Design regfile_wb_arbiter, sky130hd; sources not shown.
**Run 1: the clock network**

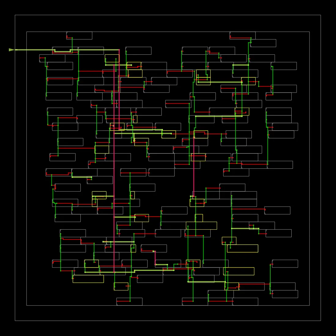
sequential cells: 123
clock sinks: 123
clk ins delay skew pair: 0.43 ns

**Run 1: routed clock nets over the placement**

Scale bar: 20 um.
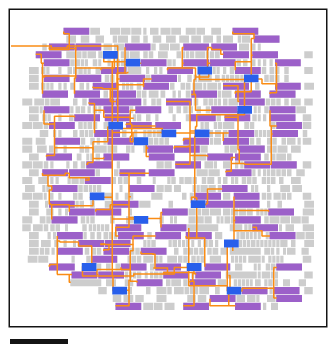
Purple shows flip-flops, count 123. Blue shows clock drivers, count 17. Orange shows clock wires, length 1410 um.
There are 18 routed clock nets.
Clock power frac: 0.253
Clock group: 0.00267 W

**Run 1: a small window of the routed layout**

Region (35, 35) to (75, 75) um. Cells in gray, sequential cells in the stronger gray; small squares are vias.
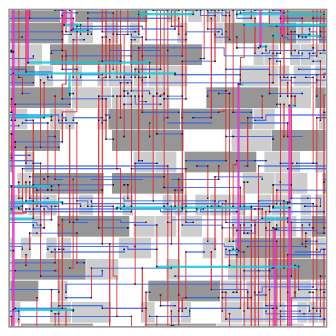
Magenta shows metal 4. Cyan shows metal 3. Red shows metal 2. Blue shows metal 1.
Most frequent: nand3_1 (32), nand2_1 (28), dfrtp_1 (20). Sequential cells in the window: 22. 125 logic cells have their middle in the window.

**Run 1: metal 3**

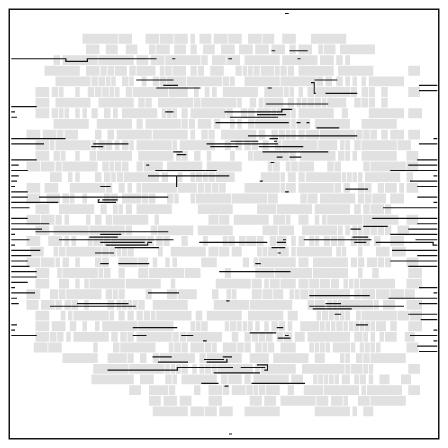
The wires run mostly horizontal. The layer holds 7.5% of the routed length. 129 nets have wire on it.
M3 GR Usage: 0.0622
via count: 5080
drt total wl: 15400 um

==> run summary, run 1 <==
fresh numbers from the pnr run: Die Wd=around 110 um, layout cells sized above 1=0.113, Peak Freq=around 520 MHz, CP bufs+invs=2, worst min-delay path class=reg2reg, setup violators final=3, critical path type=reg2out, WP data required=~1.2 ns, H-tree depth reported by CTS=4, Area leader share=0.572, Nets=848, RD Place Congestion=about 0.86, Synth Area per Inst=between 8 and 9 um^2, WL per Instance=between 15 and 20 um, Setup Total Neg Slack=-0.320 ns, final setup margin=-0.130 ns, XOR-XNOR Cells, Area Fraction=0.00492, kind of end point of the critical path=output pin, Slew headroom=0.392, failing checks=negative setup slack, Worst Hold Depth=2, P_leak=approximately 3.7 nW, CP top delay family=flip-flops, status=complete, but fails checks, clk root buf=clkbuf_8, Top logic family=simple AND/OR/NAND/NOR gates, area of the die=12000 um^2, Placement Rows=36
==> run 1: timing repair <==
item                                   CTS  global route
resized                                 65            16
pin swaps                                2             2
endpoints found under the hold margin   23             0
setup endpoints to repair               49            47
hold buffers                             1             0
buffers inserted                         7             3
==> run 1: cell usage after synthesis (3+ instances only) <==
cell type and instances:
buf_1 11, buf_2 19, nor2_1 9, xnor2_1 3, dfrtp_1 122, nand2_1 193
buf_6 4, buf_4 3, nand3_1 225, inv_1 12, clkbuf_1 8
==> run 1: logic make-up after synthesis <==
logic type | after synthesis
AOI/OAI and AO/OA | 3
adders and majority gates | 1
DFF | 123
and+or+nand+nor | 433
buffers and inverters | 59
xor gates and xnor gates | 3
==> run 1: worst min-delay path, cell delays in order, from the launching register on <==
cell,delay (ns)
dfrtp_1,0.34
nand2_1,0.05
nand2_1,0.05
==> run 1: layer usage <==
metal  vias to the layer above  part of all wire  GRT usage
met4                         0             0.026      0.114
met1                      2433              0.40      0.348
met5                         -                 0          0
met3                        40             0.075     0.0622
met2                       249              0.50      0.450
li1                       2358                 -          -
==> run 1: metrics by stage <==
step	power [W]	instance area [um^2]
detailed placement	0.00811	6870
global route	0.0112	7300
finish	0.0106	7300
floorplan	0.00595	5110
global placement	0.00795	6870
CTS	0.0106	7310
==> run 1: final cells by class <==
class                   count  area (um^2)  share of cell area
well taps                 133          166              0.0228
inverters                  14         52.6             0.00720
repair buffers            173         1570               0.216
clock buffers              21          289              0.0396
clock inverters             9          145              0.0199
multi-input cells         440         1990               0.273
flip-flops and latches    123         3080               0.422
==> run 1: power breakdown <==
| group | switching, W | internal [W] |
|---|---|---|
| Sequential | 0.000544 | 0.00367 |
| Clock | 0.00105 | 0.00163 |
| Combinational | 0.00214 | 0.00155 |
**Run 1: routed metal per tile**

Scale bar: 20 um. The die is cut into 22 by 22 equal tiles; white is low, dark blue is high, scaled to the fullest tile. Values are wire area over tile area, all layers added.
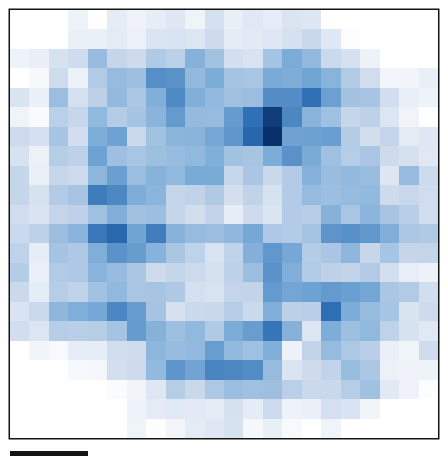

==> run 2, diff against run 1 <==
==> constraint.sdc (replaced) <==
create_clock -name clock -period 1.8 [get_ports clock]
set_clock_uncertainty 0.1 [all_clocks]
set_input_delay 0.18 -clock clock [delete_from_list [all_inputs] [get_ports clock]]
set_output_delay 0.18 -clock clock [all_outputs]
set_load 0.01 [all_outputs]
**Run 2: routed metal per tile**

Scale bar: 20 um. The die is cut into 22 by 22 equal tiles; white is low, dark blue is high, scaled to the fullest tile. Values are wire area over tile area, all layers added.
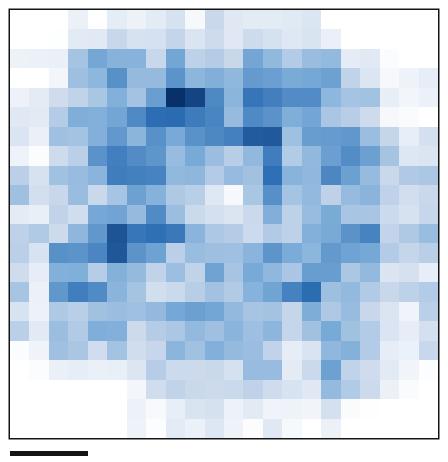
The mean over all tiles is 0.21. The emptiest ninth of the die: south-west. 18% of the tiles are over half the peak. The densest ninth of the die: north.
via count: 5031
overall global routing resource usage: 0.263
WL per Instance: 16.8 um
drt total wl: 15000 um

==> run summary, run 2 <==
fresh numbers from the pnr run: RD Place Congestion=0.865 (+0.22%), R2R depth=6, crit path DAT=1.46 ns, CP top delay family=flip-flops, Area growth, synth to finish=34.4%, Peak Freq=576 MHz (+11%), number of hold buffers added after cts=1 (unchanged), clk ins delay skew pair=0.42 ns (about the same), Storage cell area=3080 um^2 (about the same), Area leader share=0.572 (unchanged), area of the die=12000 um^2 (unchanged), Slew headroom=0.542 (+0.150), Post-CTS Setup Inserts=1 (-6), post-layout util=0.724, Synth Area per Inst=8.59 um^2 (unchanged), DR vias/cell=5.63, top post-synthesis cells by count=nand3_1 (225), nand2_1 (193), dfrtp_1 (122), Die Wd=109 um (unchanged), layout cells sized above 1=0.0829 (-0.0299), H-tree depth reported by CTS=4 (unchanged), Placement Rows=36 (unchanged), post-route ant nets=0, final setup margin=0.0643 ns (+0.194 ns), CP bufs+invs=2 (unchanged), CTS Buffer Depth=2, clock sinks=123 (unchanged), dpl cell area=6780 um^2 (-1.2%), critical path type=reg2out, setup violators final=0 (-3), post-layout period usage=0.964, largest net degree at the start of global routing=approximately 62, post_cts resized=4 (-94%), most common cell in the netlist=nand3_1, Top cells excl fill/tap=nand3_1 (225), nand2_1 (193), dfrtp_1 (120), P_leak=3.54 nW (-5.0%), clk root buf=clkbuf_8, Logic cell area=1980 um^2 (-0.75%), status=finished, final reports clean, WP data required=1.52 ns (+0.36 ns), reg2reg setup slack=~0.10 ns, Post-synth EDFFs=0, Final Max Tran Viols=0, vias in the first global route=about 5000, final instance area=7180 um^2 (-1.7%), Nets=826 (-2.6%), worst min-delay path class=in2async, kind of end point of the critical path=output pin, startpoint class of the critical path=register
## run 2: cell count changes in the layout (fill, tap and decap cells not counted), moves of 4 or more
cell             before  now
buf_6                 8    2
nand2_1             189  193
dlygate4sd2_1        37    2
clkinv_4              0    4
clkdlybuf4s50_1      75   85
dlygate4sd3_1         2   38
buf_4                36   15
clkdlybuf4s15_1       9    0
## run 2: stage by stage
stage               power (W)  hold slack (ns)  std cells  TNS, ns
floorplan             0.00595           -0.216        577  -104.99
global placement      0.00785          -0.0718        859        0
detailed placement    0.00800          -0.0719        859        0
CTS                    0.0106           0.0116        893        0
global route           0.0110            0.192        893        0
finish                 0.0104            0.200        893        0
## run 2: cell families after synthesis
family	count (synthesis)	share of synthesized area
simple gates	433	0.359
flops	123	0.576
buf+inv	59	0.0536
compound gates	3	0.00328
xor+xnor	3	0.00492
fa+ha+maj	1	0.00234
## run 2: layout make-up
| cell class | instances | area share |
|---|---|---|
| repair buffers | 151 | 0.206 |
| multi-input cells | 440 | 0.275 |
| clock buffers | 18 | 0.0345 |
| clock inverters | 14 | 0.0241 |
| inverters | 14 | 0.00732 |
| flip-flops and latches | 123 | 0.429 |
| well taps | 133 | 0.0232 |
## run 2: routing by layer
metal  routed length, um  vias up  GRT usage
li1                    -     2320          -
met1                6060     2410      0.345
met2                7400      276      0.439
met3                1330       25     0.0570
met4                 211        0     0.0801
met5                   0        -          0
## run 2: report_power, final
part	switching [W]	internal, W
logic	0.00202	0.00152
registers	0.000588	0.00367
clock network	0.00116	0.00141
total	0.00376	0.00660
## run 2: worst register-to-register path: stages, from the launching register on
cell	delay, ns
dfrtp_2	0.41
clkbuf_4	0.35
nand2_1	0.15
nand2_1	0.13
buf_6	0.27
nand3_1	0.13
nand3_1	0.11
No activity file was given, so power comes from the tool's default toggle rates.
